==> src/rtl/video_pattern_gen.sv <==
// Synthetic raster source (IDLE/RUN/DRAIN) with sync decode, coordinates and luma test patterns.
// Optional VPG_SCROLL_EN adds a per-frame counter that scrolls the ramps and flips the checkerboard.
module video_pattern_gen #(
  parameter int H_ACTIVE = 1280,
  parameter int H_FP     = 110,
  parameter int H_SYNC   = 40,
  parameter int H_BP     = 220,
  parameter int V_ACTIVE = 720,
  parameter int V_FP     = 5,
  parameter int V_SYNC   = 5,
  parameter int V_BP     = 20
) (
  input  logic        clk,
  input  logic        rst,
  input  logic        en_i,
  input  logic [1:0]  pattern_i,
  input  logic [7:0]  level_i,
  output logic [7:0]  y_o,
  output logic        dv_o,
  output logic        hs_o,
  output logic        vs_o,
  output logic [10:0] x_o,
  output logic [9:0]  line_o,
  output logic        frame_start_o
);

  localparam int H_TOTAL = H_ACTIVE + H_FP + H_SYNC + H_BP;
  localparam int V_TOTAL = V_ACTIVE + V_FP + V_SYNC + V_BP;

  localparam logic [10:0] H_ACT  = 11'(H_ACTIVE);
  localparam logic [10:0] H_LAST = 11'(H_TOTAL - 1);
  localparam logic [10:0] HS_BEG = 11'(H_ACTIVE + H_FP);
  localparam logic [10:0] HS_END = 11'(H_ACTIVE + H_FP + H_SYNC);
  localparam logic [9:0]  V_ACT  = 10'(V_ACTIVE);
  localparam logic [9:0]  V_LAST = 10'(V_TOTAL - 1);
  localparam logic [9:0]  VS_BEG = 10'(V_ACTIVE + V_FP);
  localparam logic [9:0]  VS_END = 10'(V_ACTIVE + V_FP + V_SYNC);

  typedef enum logic [1:0] {ST_IDLE, ST_RUN, ST_DRAIN} state_t;

  state_t      state_q, state_d;
  logic [10:0] h_q, h_d;
  logic [9:0]  v_q, v_d;
  logic [1:0]  pat_q, pat_d;
  logic [7:0]  lvl_q, lvl_d;
  logic [7:0]  y_q, y_d;
  logic        dv_q, dv_d, hs_q, hs_d, vs_q, vs_d, fs_q, fs_d;
  logic [10:0] x_q, x_d;
  logic [9:0]  line_q, line_d;

  logic        running, wrap, frame0, dv_c;
  logic [1:0]  cur_pat;
  logic [7:0]  cur_lvl, y_calc, scroll;
  logic        inv;

`ifdef VPG_SCROLL_EN
  logic [7:0] fcnt_q, fcnt_d;
  assign scroll = fcnt_q;
  assign inv    = fcnt_q[0];
`else
  assign scroll = 8'd0;
  assign inv    = 1'b0;
`endif

  always_comb begin
    state_d = state_q;
    h_d     = h_q;
    v_d     = v_q;
    pat_d   = pat_q;
    lvl_d   = lvl_q;
    running = (state_q != ST_IDLE);
    wrap    = (h_q == H_LAST) && (v_q == V_LAST);
    frame0  = running && (h_q == 11'd0) && (v_q == 10'd0);

    case (state_q)
      ST_IDLE: begin
        h_d = 11'd0;
        v_d = 10'd0;
        if (en_i) begin
          state_d = ST_RUN;
          pat_d   = pattern_i;
          lvl_d   = level_i;
        end
      end
      ST_RUN:   if (!en_i) state_d = ST_DRAIN;
      ST_DRAIN: begin
        if (en_i)      state_d = ST_RUN;
        else if (wrap) state_d = ST_IDLE;
      end
      default:  state_d = ST_IDLE;
    endcase

    if (running) begin
      if (h_q == H_LAST) begin
        h_d = 11'd0;
        v_d = (v_q == V_LAST) ? 10'd0 : v_q + 10'd1;
      end else begin
        h_d = h_q + 11'd1;
      end
    end
    if (frame0) begin
      pat_d = pattern_i;
      lvl_d = level_i;
    end

    // The frame-start pixel already uses the freshly sampled selection.
    cur_pat = frame0 ? pattern_i : pat_q;
    cur_lvl = frame0 ? level_i : lvl_q;
    dv_c    = (h_q < H_ACT) && (v_q < V_ACT);
    case (cur_pat)
      2'd0:    y_calc = h_q[7:0] + scroll;
      2'd1:    y_calc = v_q[7:0] + scroll;
      2'd2:    y_calc = (h_q[3] ^ v_q[3] ^ inv) ? 8'hFF : 8'h00;
      default: y_calc = cur_lvl;
    endcase

    y_d    = (running && dv_c) ? y_calc : 8'd0;
    dv_d   = running && dv_c;
    hs_d   = running && (h_q >= HS_BEG) && (h_q < HS_END);
    vs_d   = running && (v_q >= VS_BEG) && (v_q < VS_END);
    x_d    = running ? h_q : 11'd0;
    line_d = running ? v_q : 10'd0;
    fs_d   = frame0;
`ifdef VPG_SCROLL_EN
    fcnt_d = (running && wrap) ? fcnt_q + 8'd1 : fcnt_q;
`endif
  end

  always_ff @(posedge clk or posedge rst) begin
    if (rst) begin
      state_q <= ST_IDLE;
      h_q     <= '0;
      v_q     <= '0;
      pat_q   <= '0;
      lvl_q   <= '0;
      y_q     <= '0;
      dv_q    <= 1'b0;
      hs_q    <= 1'b0;
      vs_q    <= 1'b0;
      fs_q    <= 1'b0;
      x_q     <= '0;
      line_q  <= '0;
`ifdef VPG_SCROLL_EN
      fcnt_q  <= '0;
`endif
    end else begin
      state_q <= state_d;
      h_q     <= h_d;
      v_q     <= v_d;
      pat_q   <= pat_d;
      lvl_q   <= lvl_d;
      y_q     <= y_d;
      dv_q    <= dv_d;
      hs_q    <= hs_d;
      vs_q    <= vs_d;
      fs_q    <= fs_d;
      x_q     <= x_d;
      line_q  <= line_d;
`ifdef VPG_SCROLL_EN
      fcnt_q  <= fcnt_d;
`endif
    end
  end

  assign y_o           = y_q;
  assign dv_o          = dv_q;
  assign hs_o          = hs_q;
  assign vs_o          = vs_q;
  assign x_o           = x_q;
  assign line_o        = line_q;
  assign frame_start_o = fs_q;

endmodule

==> config.mk <==
export PLATFORM = sky130hd
export DESIGN_NAME = video_pattern_gen
export DESIGN_NICKNAME = d
export VERILOG_FILES = /design/src/rtl/video_pattern_gen.sv
export SDC_FILE = /design/constraint.sdc
export NUM_CORES = 1
export LEC_CHECK = 0
export CAP_MARGIN = 20
export CORE_MARGIN = 3
export CORE_UTILIZATION = 58
export DETAILED_ROUTE_END_ITERATION = 8
export PLACE_DENSITY = 0.81
export SYNTH_ARGS = -nofsm -noshare
export SYNTH_HDL_FRONTEND = slang
export SYNTH_SLANG_ARGS = --single-unit
==> constraint.sdc <==
create_clock -name clk -period 3.3 [get_ports clk]
set_input_delay 0.825 -clock clk [delete_from_list [all_inputs] [get_ports clk]]
set_output_delay 0.825 -clock clk [all_outputs]
set_load 0.005 [all_outputs]
Run 1, metal 1:
Scale bar: 20 um. Supply wires on this layer in grey.
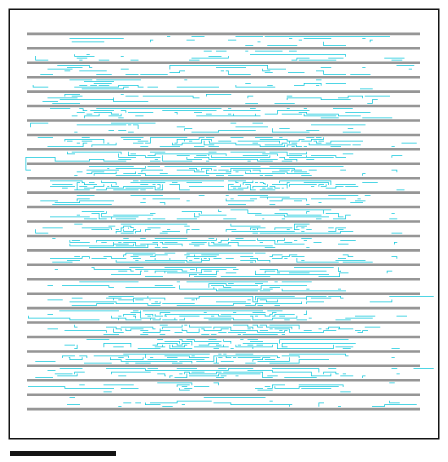
wire length on this layer	3220 um
nets with wire on the layer	330
main direction	horizontal
share of all routed wire	44%
longest straight run	23.5 um
DRT Wirelength: 7.34 mm
total number of vias: 2567

Run 1, met2 routing:
Cells faint in the background.
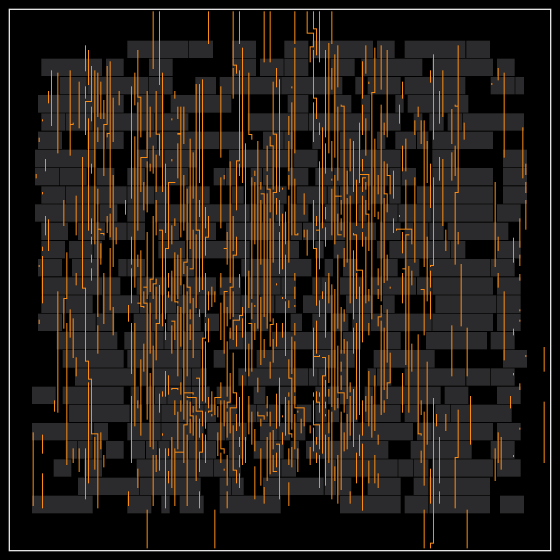
wire length on this layer	3540 um
share of all routed wire	48%
M2 GR Usage: 38.8%

Run 1, metal 3:
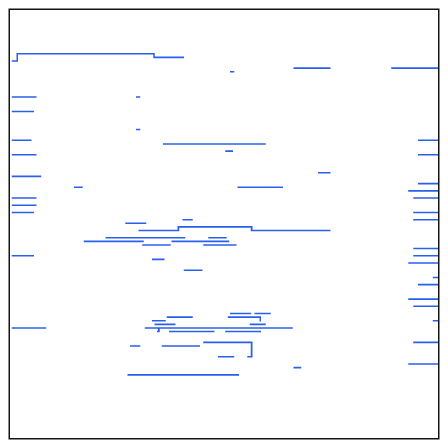
nets with wire on the layer	52
longest straight run	27.6 um
met3 Resource Use GR: 4.37%

Run 1, M4 wires:
Supply wires on this layer in grey.
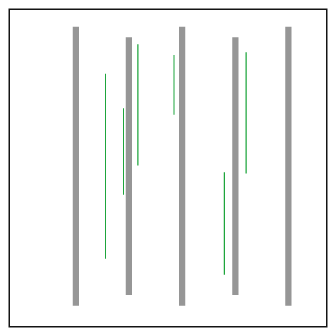
longest straight run	46.9 um
main direction	vertical
wire length on this layer	171 um

[run 1: worst paths after layout]
path                                       from                   end  cells past startpoint
max                            v_q[1]$_DFF_PP0_      y_o[6]$_DFF_PP0_                      7
min                        lvl_q[6]$_DFFE_PP0P_  lvl_q[6]$_DFFE_PP0P_                      1
max reg2reg                    v_q[1]$_DFF_PP0_      y_o[6]$_DFF_PP0_                      7
min reg2reg                lvl_q[6]$_DFFE_PP0P_  lvl_q[6]$_DFFE_PP0P_                      1
max in group asynchronous                   rst      v_q[0]$_DFF_PP0_                      3
min in group asynchronous                   rst      x_o[6]$_DFF_PP0_                      3
[run 1: cells in the mapped netlist, types with 8 or more instances]
master,n
mux2_2,11
nor4_1,8
o21ai_0,21
nand3_1,10
nor2_1,18
nand2_1,21
o31ai_1,9
dfrtp_1,66
clkbuf_1,13
and2_1,21
[run 1: critical path: stages, from the launching register on]
cell	delay (ns)
dfrtp_1	0.42
inv_1	0.18
ha_1	0.20
nor4b_2	0.24
nand4_1	0.50
nor2_1	0.48
mux2_2	0.45
a311oi_1	0.32
[run 1: flip-flops by register name, indices dropped and copies added (netlist names)]
signal         cells
vs_o               1
hs_o               1
x_o               11
lvl_q              8
y_o                8
v_q               10
frame_start_o      1
h_q               11
line_o            10
dv_o               1
state_q            2
pat_q              2
[run 1: cells by family after synthesis]
kind of cell | count (synthesis) | synth area share [%]
and+or+nand+nor | 128 | 23.3
AOI/OAI and AO/OA | 66 | 13.5
DFF | 66 | 51.1
buffers and inverters | 26 | 3.64
muxes | 11 | 3.83
xor gates and xnor gates | 7 | 1.90
adders and majority gates | 7 | 2.71
[run 1: per-layer routing]
layer | up-vias | GRT usage, %
met1 | 1241 | 33.9
li1 | 1215 | -
met4 | 0 | 12.3
met5 | - | 0
met3 | 15 | 4.37
met2 | 96 | 38.8
[run 1: report_power, final]
| group | internal (W) | switching [W] |
|---|---|---|
| clock | 0.000336 | 0.000279 |
| sequential | 0.000903 | 0.0000552 |
| combinational | 0.000211 | 0.000233 |
[run 1: metrics by stage]
step / std cells / util, % / hold slack (ns) / instance area [um^2]
floorplan: 311 / - / 0.481 / 3230
global placement: 415 / 71.4 / 0.493 / 3740
detailed placement: 415 / 71.4 / 0.501 / 3740
CTS: 429 / 74.7 / 0.517 / 3910
global route: 429 / 74.7 / 0.539 / 3910
finish: 429 / 74.7 / 0.511 / 3910
[run 1: layout make-up]
type,count,area (um^2),area share (%)
inverters,7,26.3,0.672
multi-input cells,219,1460,37.4
clock inverters,4,45.0,1.15
well taps,70,87.6,2.24
repair buffers,53,510,13.0
flip-flops and latches,66,1650,42.2
clock buffers,10,128,3.26
==> results.cfg, run 1 <==
; yosys + openroad results
[hold_path]
holdCritPathClass = reg2reg

[cts]
htree_levels = 3
ctsResizeCount = 0
cts_tree = yes
numCtsBuffers = 9
cts.hold.buffers_added = 0
cts_sinks = 66
path_clk_slew_ns = 0.07
clockBufferDepth = 2
clockRootBuffer = clkbuf_8
cts_setup_buffers = 0
clock_latency_ns = 0.34

[layout]
diodes = 0
lay_top_count = dfrtp_1
syn_to_final_growth_pct = 21.0
lay_top_cells = dfrtp_1, clkdlybuf4s50_1, o21ai_0, nand2_1, and2_1
drive_gt1_share_pct = 11.4
fin_nets = 376

[sta]
finalClockSkew_ns = 0.00767
hold_viol = 0
finalSetupTns_ns = 0
max_freq_mhz = 345
report.final.slew_viol_count = 0
min_period_ns = 2.90
relSlewSlack_pct = 47.5
setup_viol = 0
min_period_over_period_pct = 87.9

[synth]
ys_area_mm2 = 0.00323
synth_seq_share_pct = 51.1
dominantRegCellSynth = dfrtp_1
netlist-cell-type-count = 46
ys_top_cells_by_area = dfrtp_1, and2_1, mux2_2
edf_count = 0
syn_nets = 331
syn-cell-area_mm2 = 0.00323
netlist_instances = 311
avgSynthCellArea_um2 = 10.4
synthArstFlopShare_pct = 100
yosysTopAreaCell = dfrtp_1
top_area_share_pct = 51.1
ys_cells = 311

[die]
die_h_um = 80.7
fp-utilization_pct = 61.7
die-area_mm2 = 0.00651
io_pins = 46
row_count = 26
core_area_mm2 = 0.00524
die_w_um = 80.7

[routing]
antenna_left = 0
dr.pass1.iters = 6
wl_met2_mm = 3.54
drc = 0
wl_per_cell_um = 17.1
highest_layer = met4

[worst_setup_path]
required_ns = 3.52
r2r_slack_ns = 0.40
crit_arrival_ns = 3.13
path_class = reg2reg
path_max_fanout = 12
startpoint_type = register

[global_route]
grt_antenna_before_repair = 0
grt_max_degree = 67
grt_pass1_wl_mm = 12.2
globalRouteTotalUtil_pct = 25.0
grt_pass1_vias = 2477
gr-total-overflow = 0

[placed_design]
portBuffers = 45
place_congestion = 0.896
dp_hpwl_mm = 5.20
dp_slack_ns = 0.457

[pwr]
p_total_w = 0.00202

[job]
tool_warnings = 31
cap_violations = 0

[outcome]
status = finished, final reports clean
Run 1, congestion heat map:
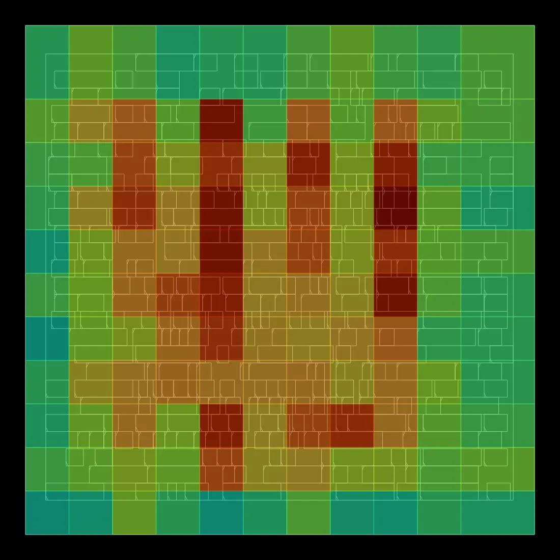

==> run 2, diff against run 1 <==
CORE_UTILIZATION = 49   (was 58)
PLACE_DENSITY = 0.73   (was 0.81)
clock period = 2.6 ns   (was 3.3 ns; I/O delays follow)
Run 2, congestion heat map:
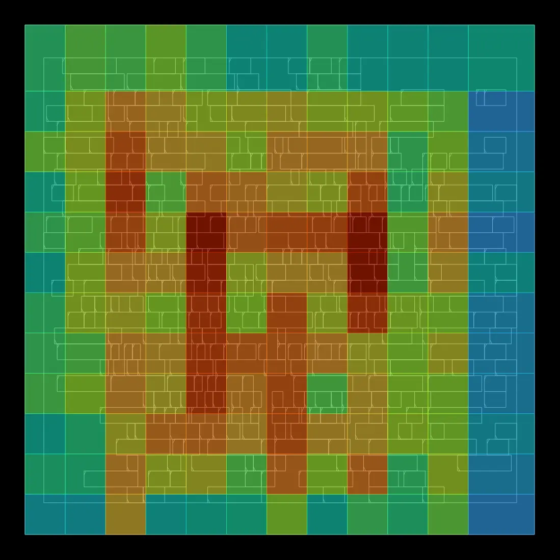
M2 GR Usage: 32.8%
GRT Overall Usage: 21.6%

Run 2, metal 3:
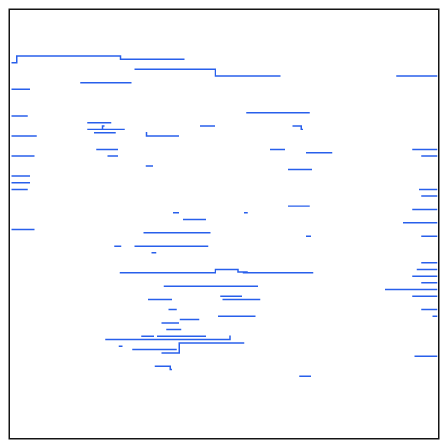
wire length on this layer	450 um
main direction	horizontal

==> results.cfg, run 2 <==
; yosys + openroad results
[routing]
wl_per_cell_um = 16.9
antenna_left = 0

[layout]
syn_to_final_growth_pct = 26.4
lay_top_count = dfrtp_1
lay_top_cells = dfrtp_1, clkdlybuf4s50_1, buf_4

[hold_path]
holdCritPathClass = reg2reg
min_from = lvl_q[1]$_DFFE_PP0P_
holdPathStages = 1
holdPathEnd = lvl_q[1]$_DFFE_PP0P_

[worst_setup_path]
crit_path_cell_trace = inv_1 > ha_1 > nor4b_2 > nand4_1 > buf_4 > nor2_2 > mux2_2 > a311oi_1
timing.rr.end = y_o[1]$_DFF_PP0_
path_class = reg2reg
startpoint_type = register
critPathSlowestCell = dfrtp_1

[synth]
syn_nets = 331
top_area_share_pct = 51.1
yosysTopAreaCell = dfrtp_1
ys_area_mm2 = 0.00323
synth_seq_share_pct = 51.1
syn-cell-area_mm2 = 0.00323
synthArstFlopShare_pct = 100
ys_cells = 311
avgSynthCellArea_um2 = 10.4

[sta]
relSlewSlack_pct = 65.8
report.final.slew_viol_count = 0

[cts]
cts_tree = yes
clockBufferDepth = 2
cts.hold.buffers_added = 0
numCtsBuffers = 9
htree_levels = 3

[job]
cap_violations = 0

[die]
row_count = 28
io_pins = 46

[global_route]
grt_antenna_before_repair = 0

[outcome]
status = finished, final reports clean
-- run 2: per-stage QoR --
step           hold slack [ns]  worst slack (ns)  util (%)  std cells  instance area, um^2
5_1_grt                  0.531           0.00990      66.3        453                 4090
3_5_place_dp             0.501            0.0891      62.9        436                 3880
4_1_cts                  0.516            0.0616      66.0        452                 4070
6_report                 0.518             0.167      66.3        453                 4090
3_3_place_gp             0.494             0.173      62.9        436                 3880
2_1_floorplan            0.481             0.295         -        311                 3230
-- run 2: cell type report --
class | count | area [um^2] | area share [%]
Sequential cell | 66 | 1650 | 40.4
Multi-Input combinational cell | 219 | 1470 | 36.0
Timing Repair Buffer | 70 | 651 | 15.9
Clock buffer | 12 | 165 | 4.04
Tap cell | 75 | 93.8 | 2.30
Inverter | 7 | 26.3 | 0.643
Clock inverter | 4 | 25.0 | 0.613
-- run 2: worst max-delay path by stage --
stage	from	endpoint	slack (ns)	cells after the start
after detailed placement	v_q[1]$_DFF_PP0_	y_o[1]$_DFF_PP0_	0.09	7
after global routing	v_q[1]$_DFF_PP0_	y_o[1]$_DFF_PP0_	0.01	8
after floorplan	rst	dv_o$_DFF_PP0_	0.30	1
after global placement	h_q[10]$_DFF_PP0_	y_o[1]$_DFF_PP0_	0.17	5
after CTS	v_q[1]$_DFF_PP0_	y_o[1]$_DFF_PP0_	0.06	7
final	v_q[1]$_DFF_PP0_	y_o[1]$_DFF_PP0_	0.17	8
-- run 2: metal layers --
layer / up-vias / global-route usage (%) / share of wire (%)
met3: 15 / 5.30 / 5.9
met1: 1287 / 29.6 / 44
met5: - / 0 / 0
li1: 1256 / - / -
met4: 0 / 8.93 / 1.8
met2: 109 / 32.8 / 48
-- run 2: power by group --
group	leakage, nW	switching, W	internal [W]	total [W]
sequential	0.883	0.0000635	0.00115	0.00121
clock	0.0944	0.000387	0.000420	0.000807
combinational	0.752	0.000302	0.000304	0.000606
-- run 2: what timing repair did --
item | in CTS | in global routing
setup endpoints to repair | 0 | 17
setup buffers | 0 | 1
endpoints found under the hold margin | 0 | 0
gates resized | 0 | 2
-- run 2: cells by family after synthesis --
logic type               count (synthesis)  share of synthesized area [%]
AND-OR/OR-AND                           66                           13.5
XOR/XNOR                                 7                           1.90
adder cells (fa/ha/maj)                  7                           2.71
buffers and inverters                   26                           3.64
flip-flops                              66                           51.1
multiplexers                            11                           3.83
AND/OR/NAND/NOR                        128                           23.3
-- run 2: critical path: cells and delay by family (launching register included) --
family	cells	cell delay [ns]
adder cells (fa/ha/maj)	1	0.17
multiplexers	1	0.43
AND/OR/NAND/NOR	3	0.58
AND-OR/OR-AND	1	0.32
buffers and inverters	2	0.37
flip-flops	1	0.43
==> run 3, diff against run 2 <==
SLEW_MARGIN = 20   (was not set)
Run 3, met2 routing:
Cells faint in the background.
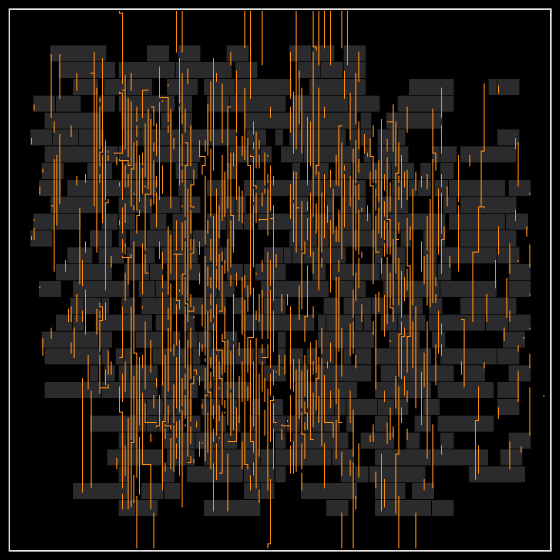
longest straight run	26.5 um
wire length on this layer	3670 um

Run 3, congestion heat map:
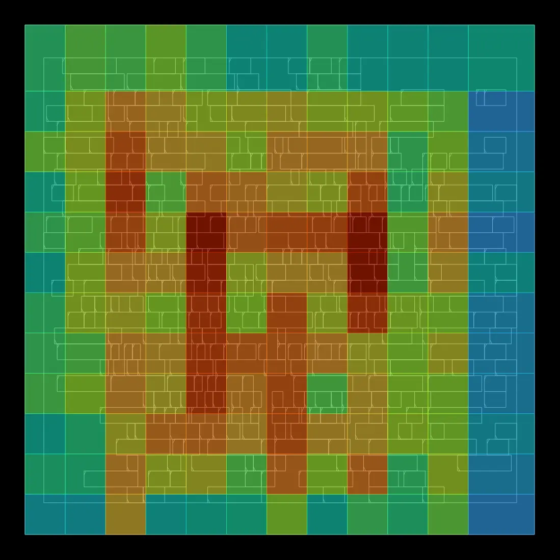
met1 Use GR: 29.6%
met3 Resource Use GR: 5.30%

==> results.cfg, run 3 <==
; yosys + openroad results
[synth]
top_area_share_pct = 51.1
syn_nets = 331
synthArstFlopShare_pct = 100
yosysTopAreaCell = dfrtp_1
avgSynthCellArea_um2 = 10.4
synth_seq_share_pct = 51.1

[layout]
lay_top_cells = dfrtp_1, clkdlybuf4s50_1, buf_4
utilization_pct = 66.3
final_area_mm2 = 0.00409

[cts]
numCtsBuffers = 9
clockBufferDepth = 2
cts.hold.buffers_added = 0
htree_levels = 3
cts_tree = yes

[worst_setup_path]
startpoint_type = register
crit_path_cell_trace = inv_1 > ha_1 > nor4b_2 > nand4_1 > buf_4 > nor2_2 > mux2_2 > a311oi_1
cp_top_family = simple AND/OR/NAND/NOR gates

[routing]
antenna_left = 0
wl_per_cell_um = 16.9
highest_layer = met4
wl_met2_mm = 3.67

[job]
cap_violations = 0

[global_route]
globalRouteTotalUtil_pct = 21.6
grt_antenna_before_repair = 0

[die]
row_count = 28
io_pins = 46

[hold_path]
holdPathEnd = lvl_q[1]$_DFFE_PP0P_
holdPathStages = 1
min_from = lvl_q[1]$_DFFE_PP0P_

[placed_design]
postPlaceCellArea_mm2 = 0.00388
dp_slack_ns = 0.0891

[sta]
report.final.slew_viol_count = 0
whs_ns = 0.518
fin_ws_ns = 0.167

[outcome]
status = finished, final reports clean
-- run 3: worst max-delay path by stage --
stage	start	slack, ns	depth (start not counted)	to
2_1_floorplan	rst	0.30	1	dv_o$_DFF_PP0_
3_5_place_dp	v_q[1]$_DFF_PP0_	0.09	7	y_o[1]$_DFF_PP0_
4_1_cts	v_q[1]$_DFF_PP0_	0.06	7	y_o[1]$_DFF_PP0_
6_report	v_q[1]$_DFF_PP0_	0.17	8	y_o[1]$_DFF_PP0_
5_1_grt	v_q[1]$_DFF_PP0_	0.01	8	y_o[1]$_DFF_PP0_
3_3_place_gp	h_q[10]$_DFF_PP0_	0.17	5	y_o[1]$_DFF_PP0_
-- run 3: area by class of cell --
class	count	area, um^2
Fill cell	501	2080
Inverter	7	26.3
Sequential cell	66	1650
Clock inverter	4	25.0
Multi-Input combinational cell	219	1470
Tap cell	75	93.8
Clock buffer	12	165
Timing Repair Buffer	70	651
-- run 3: report_power, final --
group | switching (W) | internal (W) | total, W | leakage, nW
logic | 0.000302 | 0.000304 | 0.000606 | 0.752
clock network | 0.000387 | 0.000420 | 0.000807 | 0.0944
registers | 0.0000635 | 0.00115 | 0.00121 | 0.883
-- run 3: worst reg2reg max path, cell delays in order (launching register included) --
cell      delay (ns)
dfrtp_1         0.43
inv_1           0.18
ha_1            0.17
nor4b_2         0.25
nand4_1         0.14
buf_4           0.19
nor2_2          0.19
mux2_2          0.43
a311oi_1        0.32
-- run 3: kinds of logic after synthesis --
family,share of synthesized area (%)
and+or+nand+nor,23.3
adders and majority gates,2.71
xor gates and xnor gates,1.90
AOI/OAI and AO/OA,13.5
DFF,51.1
buffers and inverters,3.64
muxes,3.83
-- run 3: per-layer routing --
metal	vias to the layer above	track usage, %
li1	1256	-
met1	1287	29.6
met2	109	32.8
met3	15	5.30
met4	0	8.93
met5	-	0
-- run 3: what timing repair did --
item,CTS,global route
buffers inserted,0,1
gates resized,0,2
setup endpoints to repair,0,17
-- run 3: stage by stage --
stage,std cells,total power [W]
floorplan,311,0.00156
global placement,436,0.00180
detailed placement,436,0.00182
CTS,452,0.00263
global route,453,0.00277
finish,453,0.00262
No activity file was given, so power comes from the tool's default toggle rates.
